**Placement by cell class**

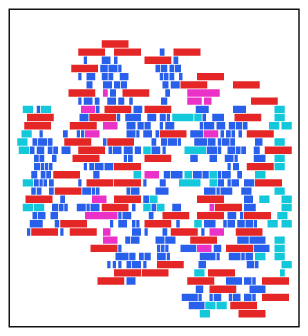
**Track usage over the die**

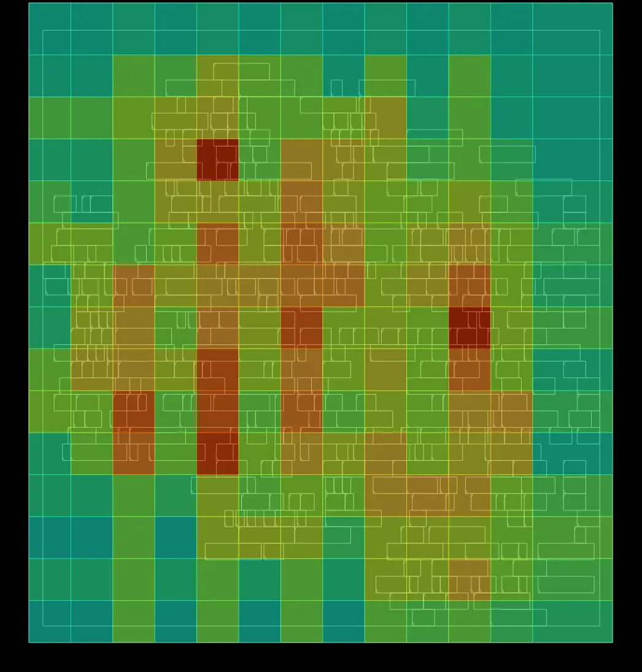
**Pin map**

Pins as bars across the die edge, other pins in gray.
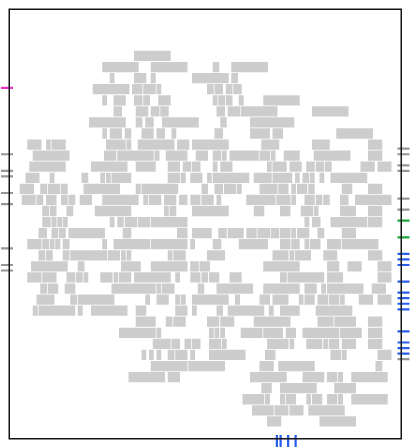
**Metal layers overlaid**

Two of the layers only.
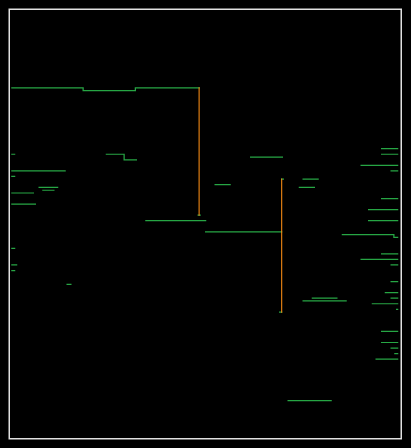
**Routed clock nets over the placement**

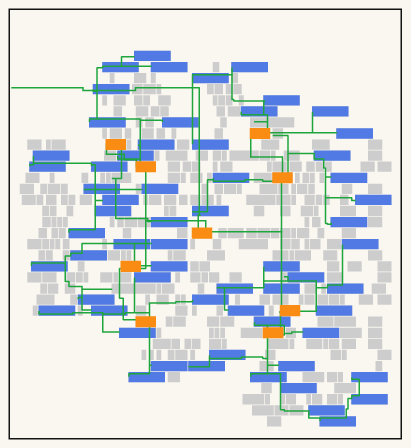
## config.mk

```make
export PLATFORM = sky130hd
export DESIGN_NAME = ball_engine
export DESIGN_NICKNAME = d
export VERILOG_FILES = /design/src/rtl/ball_engine.sv
export SDC_FILE = /design/constraint.sdc
export NUM_CORES = 1
export LEC_CHECK = 0
export CORE_ASPECT_RATIO = 1.1
export CORE_MARGIN = 2
export CORE_UTILIZATION = 35
export DETAILED_ROUTE_END_ITERATION = 8
export PLACE_DENSITY = 0.63
export SYNTH_ARGS = -nofsm -noshare
export SYNTH_HDL_FRONTEND = slang
export SYNTH_SLANG_ARGS = --single-unit
```

## constraint.sdc

```tcl
create_clock -name clock -period 2.45 [get_ports clock]
set_input_delay 0.3675 -clock clock [delete_from_list [all_inputs] [get_ports clock]]
set_output_delay 0.3675 -clock clock [all_outputs]
set_load 0.005 [all_outputs]
```

## src/rtl/ball_engine.sv

```systemverilog
// Pong-style ball engine: ball position, direction and rally count on a 16-LED court.
// Optional BALL_SPEEDUP_EN shortens the step period after each successful return.
module ball_engine #(
  parameter int unsigned TICK_DIV   = 32'd25000000,
  parameter int unsigned MIN_DIV    = 32'd6250000,
  parameter int unsigned SPEED_STEP = 32'd2500000
) (
  input  logic        clock,
  input  logic        reset,
  input  logic [1:0]  serve,
  input  logic        right_hit,
  input  logic        left_hit,
  output logic [15:0] light,
  output logic [1:0]  direction,
  output logic        miss_left,
  output logic        miss_right,
  output logic [7:0]  rally
);

  typedef enum logic [1:0] {
    IDLE   = 2'b00,
    MOVE_L = 2'b01,
    MOVE_R = 2'b10
  } state_t;

  state_t      r_state;
  logic [15:0] r_light;
  logic        r_miss_left;
  logic        r_miss_right;
  logic [7:0]  r_rally;
  logic [31:0] r_count;
  logic        r_right_prev;
  logic        r_left_prev;

  logic        w_right_edge;
  logic        w_left_edge;
  logic [31:0] w_period;
  logic        w_expire;
  logic        w_start_l;
  logic        w_start_r;
  logic        w_ret_l;
  logic        w_ret_r;

  // Ball parked at the serving player's end while waiting for the serve.
  function automatic logic [15:0] serve_light(input logic [1:0] s);
    logic [15:0] v;
    case (s)
      2'b01:   v = 16'h0001;
      2'b10:   v = 16'h8000;
      default: v = 16'h0000;
    endcase
    return v;
  endfunction

  function automatic logic [7:0] sat_inc(input logic [7:0] v);
    return (v == 8'hFF) ? 8'hFF : v + 8'd1;
  endfunction

  assign w_right_edge = right_hit & ~r_right_prev;
  assign w_left_edge  = left_hit  & ~r_left_prev;
  assign w_expire     = (r_count == (w_period - 32'd1));

  assign w_start_l = (r_state == IDLE)   && (serve == 2'b01) && w_right_edge;
  assign w_start_r = (r_state == IDLE)   && (serve == 2'b10) && w_left_edge;
  // Only the receiving player's edge at their own end counts as a return.
  assign w_ret_l   = (r_state == MOVE_L) && r_light[15] && w_left_edge;
  assign w_ret_r   = (r_state == MOVE_R) && r_light[0]  && w_right_edge;

`ifdef BALL_SPEEDUP_EN
  logic [31:0] r_period;

  assign w_period = r_period;

  // Step period: restored on serve, shortened on each return down to the floor.
  always_ff @(posedge clock or negedge reset) begin
    if (!reset) begin
      r_period <= TICK_DIV;
    end else if (w_start_l || w_start_r) begin
      r_period <= TICK_DIV;
    end else if (w_ret_l || w_ret_r) begin
      r_period <= (r_period >= (MIN_DIV + SPEED_STEP)) ? (r_period - SPEED_STEP) : MIN_DIV;
    end else begin
      r_period <= r_period;
    end
  end
`else
  logic w_unused_cfg;

  assign w_period     = TICK_DIV;
  assign w_unused_cfg = ^{MIN_DIV, SPEED_STEP};
`endif

  // Ball FSM: serve, stepping, returns and misses, with registered outputs.
  always_ff @(posedge clock or negedge reset) begin
    if (!reset) begin
      r_state      <= IDLE;
      r_light      <= 16'h0000;
      r_miss_left  <= 1'b0;
      r_miss_right <= 1'b0;
      r_rally      <= 8'd0;
      r_count      <= 32'd0;
      r_right_prev <= 1'b0;
      r_left_prev  <= 1'b0;
    end else begin
      r_right_prev <= right_hit;
      r_left_prev  <= left_hit;
      r_miss_left  <= 1'b0;
      r_miss_right <= 1'b0;
      case (r_state)
        IDLE: begin
          r_count <= 32'd0;
          if (w_start_l) begin
            r_state <= MOVE_L;
            r_light <= 16'h0001;
            r_rally <= 8'd0;
          end else if (w_start_r) begin
            r_state <= MOVE_R;
            r_light <= 16'h8000;
            r_rally <= 8'd0;
          end else begin
            r_light <= serve_light(serve);
          end
        end
        MOVE_L: begin
          // A return on the expiry cycle still counts: the hit is tested first.
          if (w_ret_l) begin
            r_state <= MOVE_R;
            r_count <= 32'd0;
            r_rally <= sat_inc(r_rally);
          end else if (w_expire) begin
            r_count <= 32'd0;
            if (r_light[15]) begin
              r_state     <= IDLE;
              r_miss_left <= 1'b1;
              r_light     <= serve_light(serve);
            end else begin
              r_light <= r_light << 1;
            end
          end else begin
            r_count <= r_count + 32'd1;
          end
        end
        MOVE_R: begin
          if (w_ret_r) begin
            r_state <= MOVE_L;
            r_count <= 32'd0;
            r_rally <= sat_inc(r_rally);
          end else if (w_expire) begin
            r_count <= 32'd0;
            if (r_light[0]) begin
              r_state      <= IDLE;
              r_miss_right <= 1'b1;
              r_light      <= serve_light(serve);
            end else begin
              r_light <= r_light >> 1;
            end
          end else begin
            r_count <= r_count + 32'd1;
          end
        end
        default: begin
          r_state <= IDLE;
          r_light <= 16'h0000;
          r_count <= 32'd0;
        end
      endcase
    end
  end

  assign light      = r_light;
  assign direction  = r_state;
  assign miss_left  = r_miss_left;
  assign miss_right = r_miss_right;
  assign rally      = r_rally;

endmodule
```

==> results.sh <==
# source this file to load flow results
export IMPL_clk_pin_slew_ns=0.08
export IMPL_hold_viol=12
export IMPL_drc=0
export IMPL_relSlewSlack_pct=57.2
export IMPL_cts_sinks=62
export IMPL_post_cts_buffers=0
export IMPL_fp_util_pct=36.3
export IMPL_top_logic_kind="simple AND/OR/NAND/NOR gates"
export IMPL_dr_pass1_iters=4
export IMPL_fin_worst_hold_slack_ns=-0.0122
export IMPL_crit_required_ns=2.68
export IMPL_vias_per_cell=5.27
export IMPL_yosysUniqueCellTypes=45
export IMPL_crit_fanout=16
export IMPL_grt_pass1_vias=2561
export IMPL_ys_ff=62
export IMPL_final_layout_size_suffix_gt1_share_pct=14.0
export IMPL_period_used_pct=94.8
export IMPL_num_vias=2557
export IMPL_ys_warn_count=0
export IMPL_dp_hpwl_um=4700
export IMPL_edf_count=0
export IMPL_yosys_top_cells_area="dfrtp_1 48%, nor2_1 6.0%, xor2_1 5.9%"
export IMPL_mux_area_share_pct=6.42
export IMPL_grt_setup_unrepaired="no"
export IMPL_common_cells="62 x dfrtp_1, 52 x nor2_1, 22 x xor2_1, 18 x nand2_1, 15 x clkbuf_1"
export IMPL_largest_area_cell="dfrtp_1"
export IMPL_syn_inst=326
export IMPL_routabilityCongestion=0.847
export IMPL_postSynthSeqShare_pct=47.7
export IMPL_synth_top_cell_by_count="dfrtp_1"
export IMPL_logic_area_um2=1590
export IMPL_startpoint_type="flop"
export IMPL_synthesis_nets=338
export IMPL_netlist_area_leader_share_pct=47.7
export IMPL_grt_pass1_wl_um=12100
export IMPL_drv_slew=0
export IMPL_power_ir_vdd_worst_mv=0.251
export IMPL_gr_total_overflow=0
export IMPL_ios=34
export IMPL_critical_path_top_delay_family="simple AND/OR/NAND/NOR gates"
export IMPL_cts_buffer_depth=2
export IMPL_synth_area_per_cell_um2=9.98
export IMPL_xor_share_pct=7.54
export IMPL_ctsHoldBuffers=0
export IMPL_timing_setup_tns_ns=0
export IMPL_path_class="reg -> reg"
export IMPL_seqCellArea_um2=1550
export IMPL_detail_route_antenna_nets=0
export IMPL_final_cells=485
export IMPL_cts_resized_gates=0
export IMPL_critical_path_slowest_cell="or4_4"
export IMPL_synthArstFlopShare_pct=100
export IMPL_max_cap_violations=0
export IMPL_grtUsageTotal_pct=15.2
export IMPL_cts_buffers=9
export IMPL_area_growth_pct=22.7
export IMPL_synth_cell_area_um2=3250
export IMPL_rows=36
export IMPL_dp_cells=469
export IMPL_status="complete, but fails checks"
export IMPL_nFillCells=872
export IMPL_ys_sh_adder_pct=2.31
export IMPL_cts_root_buf="clkbuf_8"
export IMPL_warning_count=29
export IMPL_violations="negative hold slack"
export IMPL_num_nets_final=378
export IMPL_path_buffers=1
export IMPL_cellPowerDensity_nw_per_um2=524
export IMPL_fin_crit_ns=2.32
export IMPL_synthSimpleGateAreaFrac_pct=21.5
export IMPL_p_leak_uw=0.00183
export IMPL_worstPathCellList="nor4b_2, nand4_1, or4_4, o22a_1, buf_12, mux2_4"
export IMPL_drt_iter0_markers=120
About 'placement by cell class':
Blue stands for remaining logic cells, cells 247, share of their area 42%. Magenta stands for clock drivers and dummy loads, cells 16, share of their area 5.8%. Red stands for registers, cells 62, share of their area 40%. Cyan stands for remaining buffers and delay cells, cells 46, share of their area 12%.
flop share of the area: 38.9%
fin area: 3990 µm²
Core Area: 8960 µm²

About 'track usage over the die':
met2 Track Usage GR: 24.4%
post-layout util: 44.5%

About 'pin map':
Green stands for serve, pins 2, direction input, edge right. Magenta stands for clock, pins 1, direction input, edge left. Blue stands for light, pins 16, direction output, edge 12 right, 4 bottom.
All pins by edge: 21 right, 9 left, 4 bottom.
Chip Height: 105 µm
Die X: 95.9 µm
Port-buffer cells: 33

About 'metal layers overlaid':
Orange stands for M4, wire length 63.9 µm. Green stands for M3, wire length 266 µm.
final wirelength: 7100 µm
Avg WL per Cell: 14.6 µm

About 'routed clock nets over the placement':
Orange stands for clock-net drivers, count 9. Green stands for clock wires, length 901 µm. Blue stands for flip-flops, count 62.
There are 10 routed clock nets. Position of the flops: spread over the die.
Late-Pin Clk Latency: 0.34 ns
Clock Skews: 0.00914 ns
Clock Power: 1020 µW
clock share of power: 48.6%

## cell type report
class	instances	area share (%)
multi-input cells	239	39.7
flip-flops and latches	62	38.9
repair buffers	46	11.5
well taps	114	3.57
clock buffers	10	3.45
clock inverters	6	2.13
inverters	8	0.752
## per-stage QoR
stage	total power, µW	hold WS, ns	setup slack (ns)	util (%)	cell area [µm²]
6_report	2090	-0.0122	0.127	44.5	3990
5_1_grt	2170	0.0256	0.0359	44.5	3990
4_1_cts	2120	0.000213	0.128	44.5	3990
3_5_place_dp	1100	0.368	0.139	42.1	3770
3_3_place_gp	1090	0.363	0.160	42.1	3770
2_1_floorplan	1060	0.0719	0.151	-	3250
## final timing paths
kind	startpoint	to	slack [ns]	depth (start not counted)
worst max-delay path	r_count[17]$_DFF_PN0_	light[7]$_DFFE_PN0P_	0.13	6
worst min-delay path	reset	light[6]$_DFFE_PN0P_	-0.01	1
worst max register to register	r_count[17]$_DFF_PN0_	light[7]$_DFFE_PN0P_	0.13	6
worst min register to register	r_count[0]$_DFF_PN0_	r_count[0]$_DFF_PN0_	0.48	1
max in group asynchronous	reset	r_count[11]$_DFF_PN0_	1.73	2
min in group clock	r_count[0]$_DFF_PN0_	r_count[0]$_DFF_PN0_	0.48	1
## metal layers
metal	part of all wire [%]	track usage (%)
met5	0	0
met2	49	24.4
met1	47	19.7
met4	0.89	5.71
met3	3.7	3.24
## where the power goes
group | internal [µW] | switching (µW)
logic | 15.5 | 29.4
registers | 1030 | 3.12
clock network | 597 | 420
total | 1640 | 453
## cell families (layout without fill, tap and decap cells)
group | count (synthesis) | after routing
xor+xnor | 28 | 28
simple gates | 136 | 136
fa+ha+maj | 6 | 6
flops | 62 | 62
mux | 16 | 16
buf+inv | 25 | 70
compound gates | 53 | 53
## flip-flops by register name, summed over array words and instances, names as in the netlist
name          cells
direction         2
light            16
miss_left         1
miss_right        1
r_count          32
r_left_prev       1
r_right_prev      1
rally             8
## cells in the final DEF, fill, tap and decap left out, drive strengths merged, types with 2 or more instances in the layout
master / count
and4: 4
nor3: 6
a22oi: 14
or3: 2
a21oi: 13
a41oi: 2
nor2: 52
mux2: 15
nand4: 12
nand3: 15
nor2b: 5
xnor2: 6
dfrtp: 62
o211ai: 3
xor2: 22
ha: 6
a22o: 4
buf: 14
clkdlybuf4s50: 32
bufinv: 2
and3: 9
clkinvlp: 2
nor4: 2
nand3b: 4
inv: 8
clkbuf: 10
clkinv: 2
nand2: 18
o21ai: 11
nor4b: 2
Power figures rest on the tool's default switching activity, not on a simulated workload.
